[config.mk]
export PLATFORM = sky130hd
export DESIGN_NAME = dma_axi_to_reg
export DESIGN_NICKNAME = d
export VERILOG_FILES = /design/src/rtl/dma_axi_to_reg_pkg.sv /design/src/rtl/dma_axi_to_reg_addr_gen.sv /design/src/rtl/dma_axi_to_reg.sv
export SDC_FILE = /design/constraint.sdc
export NUM_CORES = 1
export LEC_CHECK = 0
export ABC_AREA = 0
export CAP_MARGIN = 20
export CORE_AREA = 2 2 203 205
export CTS_BUF_LIST = sky130_fd_sc_hd__clkbuf_4 sky130_fd_sc_hd__clkbuf_8 sky130_fd_sc_hd__clkbuf_16
export DETAILED_ROUTE_END_ITERATION = 16
export DIE_AREA = 0 0 205 207
export PLACE_DENSITY_LB_ADDON = 0.2
export SLEW_MARGIN = 20
export SYNTH_ARGS = -nofsm -noshare
export SYNTH_HDL_FRONTEND = slang
export SYNTH_HIERARCHICAL = 1
export SYNTH_SLANG_ARGS = --single-unit
[constraint.sdc]
create_clock -name clk_i -period 7 [get_ports clk_i]
set_input_delay 1.4 -clock clk_i [delete_from_list [all_inputs] [get_ports clk_i]]
set_output_delay 1.4 -clock clk_i [all_outputs]
set_load 0.005 [all_outputs]
[src/rtl/dma_axi_to_reg_pkg.sv]
// Shared types and constants for the AXI-to-register bridge.
// Optional feature macro: DMA_AXI_TO_REG_SLVERR_EN (SLVERR reporting on B/R).
package dma_axi_to_reg_pkg;

   localparam int unsigned AXI_ADDR_WIDTH = 64;
   localparam int unsigned AXI_DATA_WIDTH = 64;
   localparam int unsigned AXI_ID_WIDTH   = 4;
   localparam int unsigned AXI_STRB_WIDTH = AXI_DATA_WIDTH / 8;

   // Beat counter width; matches the 8-bit AXI len field.
   localparam int unsigned BEAT_CNT_WIDTH = 8;

   // AXI response codes.
   localparam logic [1:0] RESP_OKAY   = 2'b00;
   localparam logic [1:0] RESP_SLVERR = 2'b10;

   // AXI burst types.
   localparam logic [1:0] BURST_FIXED = 2'b00;
   localparam logic [1:0] BURST_INCR  = 2'b01;
   localparam logic [1:0] BURST_WRAP  = 2'b10;

   typedef enum logic [2:0] {
      IDLE    = 3'd0,
      WR_DATA = 3'd1,
      WR_RESP = 3'd2,
      RD_REQ  = 3'd3,
      RD_RESP = 3'd4
   } state_e;

   typedef struct packed {
      logic [AXI_ID_WIDTH-1:0]   id;
      logic [AXI_ADDR_WIDTH-1:0] addr;
      logic [7:0]                len;
      logic [2:0]                size;
      logic [1:0]                burst;
   } axi_ax_chan_t;

   typedef struct packed {
      logic [AXI_DATA_WIDTH-1:0] data;
      logic [AXI_STRB_WIDTH-1:0] strb;
      logic                      last;
   } axi_w_chan_t;

   typedef struct packed {
      logic [AXI_ID_WIDTH-1:0] id;
      logic [1:0]              resp;
   } axi_b_chan_t;

   typedef struct packed {
      logic [AXI_ID_WIDTH-1:0]   id;
      logic [AXI_DATA_WIDTH-1:0] data;
      logic [1:0]                resp;
      logic                      last;
   } axi_r_chan_t;

   typedef struct packed {
      axi_ax_chan_t aw;
      logic         aw_valid;
      axi_w_chan_t  w;
      logic         w_valid;
      logic         b_ready;
      axi_ax_chan_t ar;
      logic         ar_valid;
      logic         r_ready;
   } dma_axi_req_t;

   typedef struct packed {
      logic        aw_ready;
      logic        ar_ready;
      logic        w_ready;
      logic        b_valid;
      axi_b_chan_t b;
      logic        r_valid;
      axi_r_chan_t r;
   } dma_axi_rsp_t;

   typedef struct packed {
      logic [AXI_ADDR_WIDTH-1:0] addr;
      logic                      write;
      logic [AXI_DATA_WIDTH-1:0] wdata;
      logic [AXI_STRB_WIDTH-1:0] wstrb;
      logic                      valid;
   } dma_reg_req_t;

   typedef struct packed {
      logic [AXI_DATA_WIDTH-1:0] rdata;
      logic                      error;
      logic                      ready;
   } dma_reg_rsp_t;

endpackage

[src/rtl/dma_axi_to_reg_addr_gen.sv]
// Next-beat address for an AXI burst. FIXED holds the address; INCR (and
// WRAP, which is handled as INCR) aligns down to the beat size and steps by
// one beat, wrapping at the top of the address space.
module dma_axi_to_reg_addr_gen
   import dma_axi_to_reg_pkg::*;
#(
   parameter int unsigned AddrWidth = 64
) (
   input  logic [AddrWidth-1:0] addr,
   input  logic [2:0]           size,
   input  logic [1:0]           burst,
   output logic [AddrWidth-1:0] next_addr
);

   logic [AddrWidth-1:0] step;
   logic [AddrWidth-1:0] aligned;

   // Compute the aligned base and the stepped address.
   always_comb begin
      step    = AddrWidth'(1) << size;
      aligned = addr & ~(step - AddrWidth'(1));
      if (burst == BURST_FIXED) begin
         next_addr = addr;
      end else begin
         next_addr = aligned + step;
      end
   end

endmodule

[src/rtl/dma_axi_to_reg.sv]
// AXI4 subordinate that splits each read/write burst into single-beat
// register-interface accesses, one transaction at a time.
// Optional feature macro: DMA_AXI_TO_REG_SLVERR_EN -- when defined, register
// errors are reported as SLVERR on B (any beat) and R (per beat).
//
// Handshake rule on every channel: a transfer happens on a rising clk_i edge
// where valid and ready are both 1; a producer never withdraws or changes a
// payload while its valid is 1 and ready is 0.
module dma_axi_to_reg
   import dma_axi_to_reg_pkg::*;
#(
   parameter int unsigned AxiAddrWidth = AXI_ADDR_WIDTH,
   parameter int unsigned AxiDataWidth = AXI_DATA_WIDTH,
   parameter int unsigned AxiIdWidth   = AXI_ID_WIDTH,
   parameter type axi_req_t = dma_axi_req_t,
   parameter type axi_rsp_t = dma_axi_rsp_t,
   parameter type reg_req_t = dma_reg_req_t,
   parameter type reg_rsp_t = dma_reg_rsp_t
) (
   input  logic     clk_i,
   input  logic     rst_i,
   input  axi_req_t axi_req_i,
   output axi_rsp_t axi_rsp_o,
   output reg_req_t reg_req_o,
   input  reg_rsp_t reg_rsp_i
);

   localparam logic [2:0] MaxSize = 3'($clog2(AxiDataWidth / 8));

   state_e                    state_q, state_d;
   logic [AxiIdWidth-1:0]     id_q;
   logic [AxiAddrWidth-1:0]   addr_q;
   logic [AxiAddrWidth-1:0]   next_addr;
   logic [7:0]                len_q;
   logic [2:0]                size_q;
   logic [1:0]                burst_q;
   logic [BEAT_CNT_WIDTH-1:0] cnt_q;
   logic                      last_write_q;
   logic [AxiDataWidth-1:0]   rdata_q;

   logic aw_grant, ar_grant, advance, w_hs, b_hs, rd_capture, last_beat;
   logic [1:0] resp_b, resp_r;

   assign last_beat = (cnt_q == len_q);

   dma_axi_to_reg_addr_gen #(
      .AddrWidth(AxiAddrWidth)
   ) u_addr_gen (
      .addr     (addr_q),
      .size     (size_q),
      .burst    (burst_q),
      .next_addr(next_addr)
   );

`ifdef DMA_AXI_TO_REG_SLVERR_EN
   logic err_q;
   logic rerr_q;

   // Accumulate write-burst errors until B is taken; keep per-beat read error.
   always_ff @(posedge clk_i or posedge rst_i) begin
      if (rst_i) begin
         err_q  <= 1'b0;
         rerr_q <= 1'b0;
      end else begin
         if (w_hs && reg_rsp_i.error) begin
            err_q <= 1'b1;
         end else if (b_hs) begin
            err_q <= 1'b0;
         end
         if (rd_capture) begin
            rerr_q <= reg_rsp_i.error;
         end
      end
   end

   assign resp_b = err_q  ? RESP_SLVERR : RESP_OKAY;
   assign resp_r = rerr_q ? RESP_SLVERR : RESP_OKAY;
`else
   assign resp_b = RESP_OKAY;
   assign resp_r = RESP_OKAY;
`endif

   // State register, latched burst descriptor, beat counter and read buffer.
   always_ff @(posedge clk_i or posedge rst_i) begin
      if (rst_i) begin
         state_q      <= IDLE;
         id_q         <= '0;
         addr_q       <= '0;
         len_q        <= '0;
         size_q       <= '0;
         burst_q      <= '0;
         cnt_q        <= '0;
         last_write_q <= 1'b0;
         rdata_q      <= '0;
      end else begin
         state_q <= state_d;
         if (aw_grant) begin
            id_q         <= axi_req_i.aw.id;
            addr_q       <= axi_req_i.aw.addr;
            len_q        <= axi_req_i.aw.len;
            size_q       <= axi_req_i.aw.size;
            burst_q      <= axi_req_i.aw.burst;
            cnt_q        <= '0;
            last_write_q <= 1'b1;
         end else if (ar_grant) begin
            id_q         <= axi_req_i.ar.id;
            addr_q       <= axi_req_i.ar.addr;
            len_q        <= axi_req_i.ar.len;
            size_q       <= axi_req_i.ar.size;
            burst_q      <= axi_req_i.ar.burst;
            cnt_q        <= '0;
            last_write_q <= 1'b0;
         end else if (advance) begin
            addr_q <= next_addr;
            cnt_q  <= cnt_q + BEAT_CNT_WIDTH'(1);
         end
         if (rd_capture) begin
            rdata_q <= reg_rsp_i.rdata;
         end
      end
   end

   // Next state and all channel outputs, decoded from the current state.
   always_comb begin
      state_d    = state_q;
      axi_rsp_o  = '0;
      reg_req_o  = '0;
      aw_grant   = 1'b0;
      ar_grant   = 1'b0;
      advance    = 1'b0;
      w_hs       = 1'b0;
      b_hs       = 1'b0;
      rd_capture = 1'b0;
      reg_req_o.addr = addr_q;
      case (state_q)
         IDLE: begin
            // Round-robin on a tie: write wins unless the last grant was a write.
            if (axi_req_i.aw_valid && (!axi_req_i.ar_valid || !last_write_q)) begin
               axi_rsp_o.aw_ready = 1'b1;
               aw_grant           = 1'b1;
               state_d            = WR_DATA;
            end else if (axi_req_i.ar_valid) begin
               axi_rsp_o.ar_ready = 1'b1;
               ar_grant           = 1'b1;
               state_d            = RD_REQ;
            end
         end
         WR_DATA: begin
            reg_req_o.valid    = axi_req_i.w_valid;
            reg_req_o.write    = 1'b1;
            reg_req_o.wdata    = axi_req_i.w.data;
            reg_req_o.wstrb    = axi_req_i.w.strb;
            axi_rsp_o.w_ready  = reg_rsp_i.ready;
            w_hs               = axi_req_i.w_valid && reg_rsp_i.ready;
            if (w_hs) begin
               if (last_beat) begin
                  state_d = WR_RESP;
               end else begin
                  advance = 1'b1;
               end
            end
         end
         WR_RESP: begin
            axi_rsp_o.b_valid = 1'b1;
            axi_rsp_o.b.id    = id_q;
            axi_rsp_o.b.resp  = resp_b;
            if (axi_req_i.b_ready) begin
               b_hs    = 1'b1;
               state_d = IDLE;
            end
         end
         RD_REQ: begin
            reg_req_o.valid = 1'b1;
            if (reg_rsp_i.ready) begin
               rd_capture = 1'b1;
               state_d    = RD_RESP;
            end
         end
         RD_RESP: begin
            axi_rsp_o.r_valid = 1'b1;
            axi_rsp_o.r.id    = id_q;
            axi_rsp_o.r.data  = rdata_q;
            axi_rsp_o.r.resp  = resp_r;
            axi_rsp_o.r.last  = last_beat;
            if (axi_req_i.r_ready) begin
               if (last_beat) begin
                  state_d = IDLE;
               end else begin
                  advance = 1'b1;
                  state_d = RD_REQ;
               end
            end
         end
         default: state_d = IDLE;
      endcase
   end

   // W.last must agree with the len-derived beat count.
   a_w_last: assert property (@(posedge clk_i) disable iff (rst_i)
      w_hs |-> (axi_req_i.w.last == last_beat));

   // Beat size may not exceed the data bus width.
   a_aw_size: assert property (@(posedge clk_i) disable iff (rst_i)
      aw_grant |-> (axi_req_i.aw.size <= MaxSize));
   a_ar_size: assert property (@(posedge clk_i) disable iff (rst_i)
      ar_grant |-> (axi_req_i.ar.size <= MaxSize));

   // WRAP bursts are walked as INCR; flag their use.
   a_aw_wrap: assert property (@(posedge clk_i) disable iff (rst_i)
      aw_grant |-> (axi_req_i.aw.burst != BURST_WRAP));
   a_ar_wrap: assert property (@(posedge clk_i) disable iff (rst_i)
      ar_grant |-> (axi_req_i.ar.burst != BURST_WRAP));

endmodule
### PDN straps and rails

(2 px per um) Pins as bars on the die edge. Tap cells in gray.
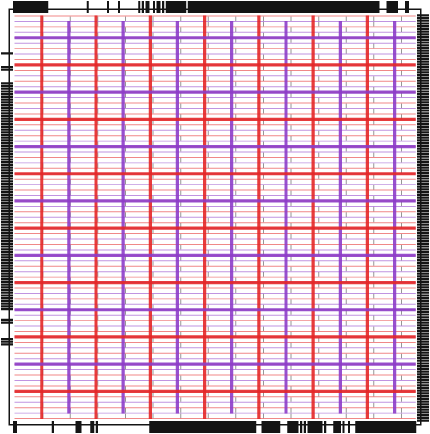
[VDD] purple
[VSS] red
met5 straps: 14
met1 rails: 75

### Placement by cell class

(2 px per um) Fill, decap, tap and diode cells in gray.
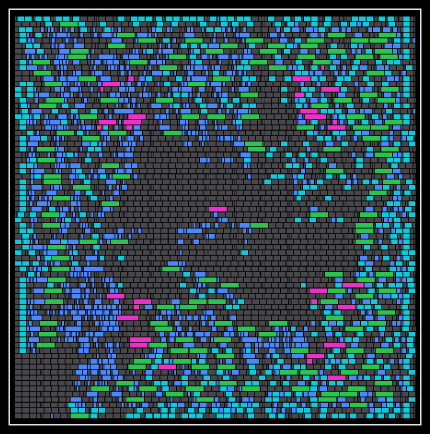
[flip-flops] green | cells: 157 | share of their area: 23%
[all other logic] blue | cells: 999 | share of their area: 41%
[clock drivers and dummy loads] magenta | cells: 32 | share of their area: 3.9%
[other buffers and delay cells] cyan | cells: 535 | share of their area: 32%

### Clock distribution

(2 px per um)
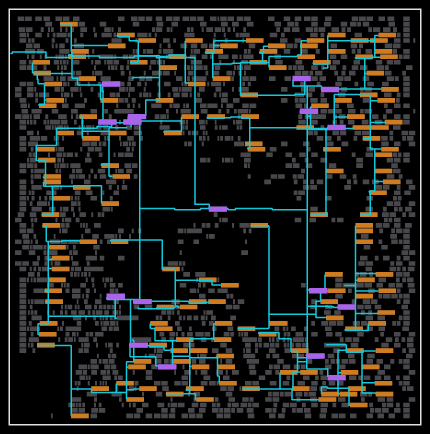
[cells driving clock nets] purple | count: 17
[clock wires] cyan | length: 2810 um
[flip-flops] orange | count: 157
routed clock nets: 18

### Wiring by layer

(2 px per um)
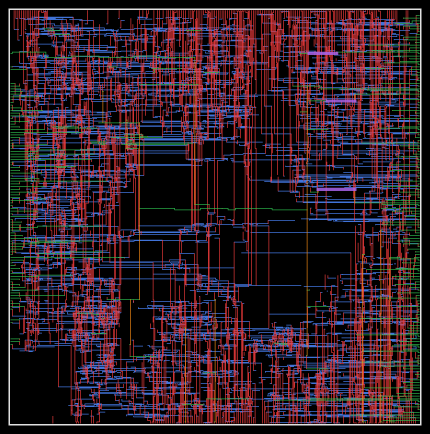
[met1] blue | wire length: 19900 um
[met4] orange | wire length: 731 um
[met5] purple | wire length: 46.0 um
[met3] green | wire length: 3030 um
[met2] red | wire length: 23.6 mm

### Routing congestion

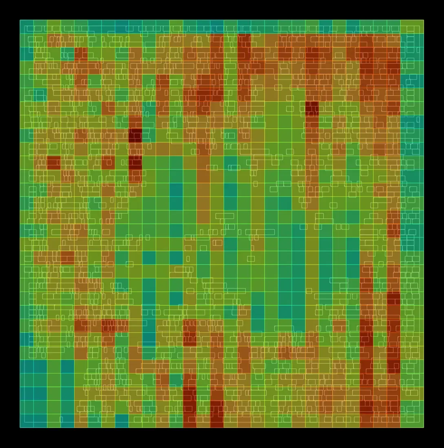
global routing usage on met3: 0.05066
gr usage total: 0.2177

==> impl_metrics.csv <==
group,metric,value,unit
yosys,ys_types,79,
yosys,postSynthSeqShare,0.3506,
layout,buffers,535,
layout,largestRegisters,"addr_q: 64 flops, rdata_q: 64 flops",
cts,cts_tree,"done",
grt,overflow,0,
yosys,ys_sh_aoi,0.1214,
worst_setup_path,cp-startpoint,"axi_req_i[1]",
worst_setup_path,cp-end-kind,"output pin",
layout,biggestCellCategory,"multi-input combinational cells",
hold_path,hold_end,"rdata_q[16]",
job,warnings,28,
hold_path,min_from,"rdata_q[16]",
yosys,mux_share,0.1534,
layout,antenna_cells,7,
yosys,syn-mean-instance-area,8.971,um^2
layout,register_area,0.003930,mm^2
drt,initialDrtViolationCount,644,
yosys,ys.flops,157,
layout,seq_share,0.2256,
power_and_ir_drop,maxPowerGroup,"combinational cells",
floorplan,fp.dieW,205,um
layout,buffer_area_frac,0.3054,
worst_setup_path,crit_end,"axi_rsp_o[81]",
worst_setup_path,regToRegEndpoint,"addr_q[54]",
cts,clock_path_buffers,2,
layout,clk_share,0.03778,
drt,vias,11040,
placed_design,globalplace.congestion,0.9186,
placed_design,post-place-ws,2.025,ns
cts,cts_sinks,157,
layout,logic_gates,963,
power_and_ir_drop,ir_worst_vdd,0.1839,mV
layout,final_util,0.4315,
worst_setup_path,slowest_stage,"nand3_4",
layout,lay_top_cells,"clkdlybuf4s50_1, dfrtp_1, a21oi_1, nand2_1, nor2_1",
drt,drtAntennaViolNets,0,
sta,setup_ws,2.057,ns
cts,clk_pin_slew,0.06,ns
drt,vias_per_cell,4.881,
yosys,synth-main-ff-cell,"dfrtp_1",
sta,max_freq,0.2023,GHz
floorplan,num_rows,74,
layout,lay_top_count,"clkdlybuf4s50_1",
worst_setup_path,worstPathMaxFanout,66,
run_status,status,"finished, final reports clean",
cts,h-tree-depth,4,
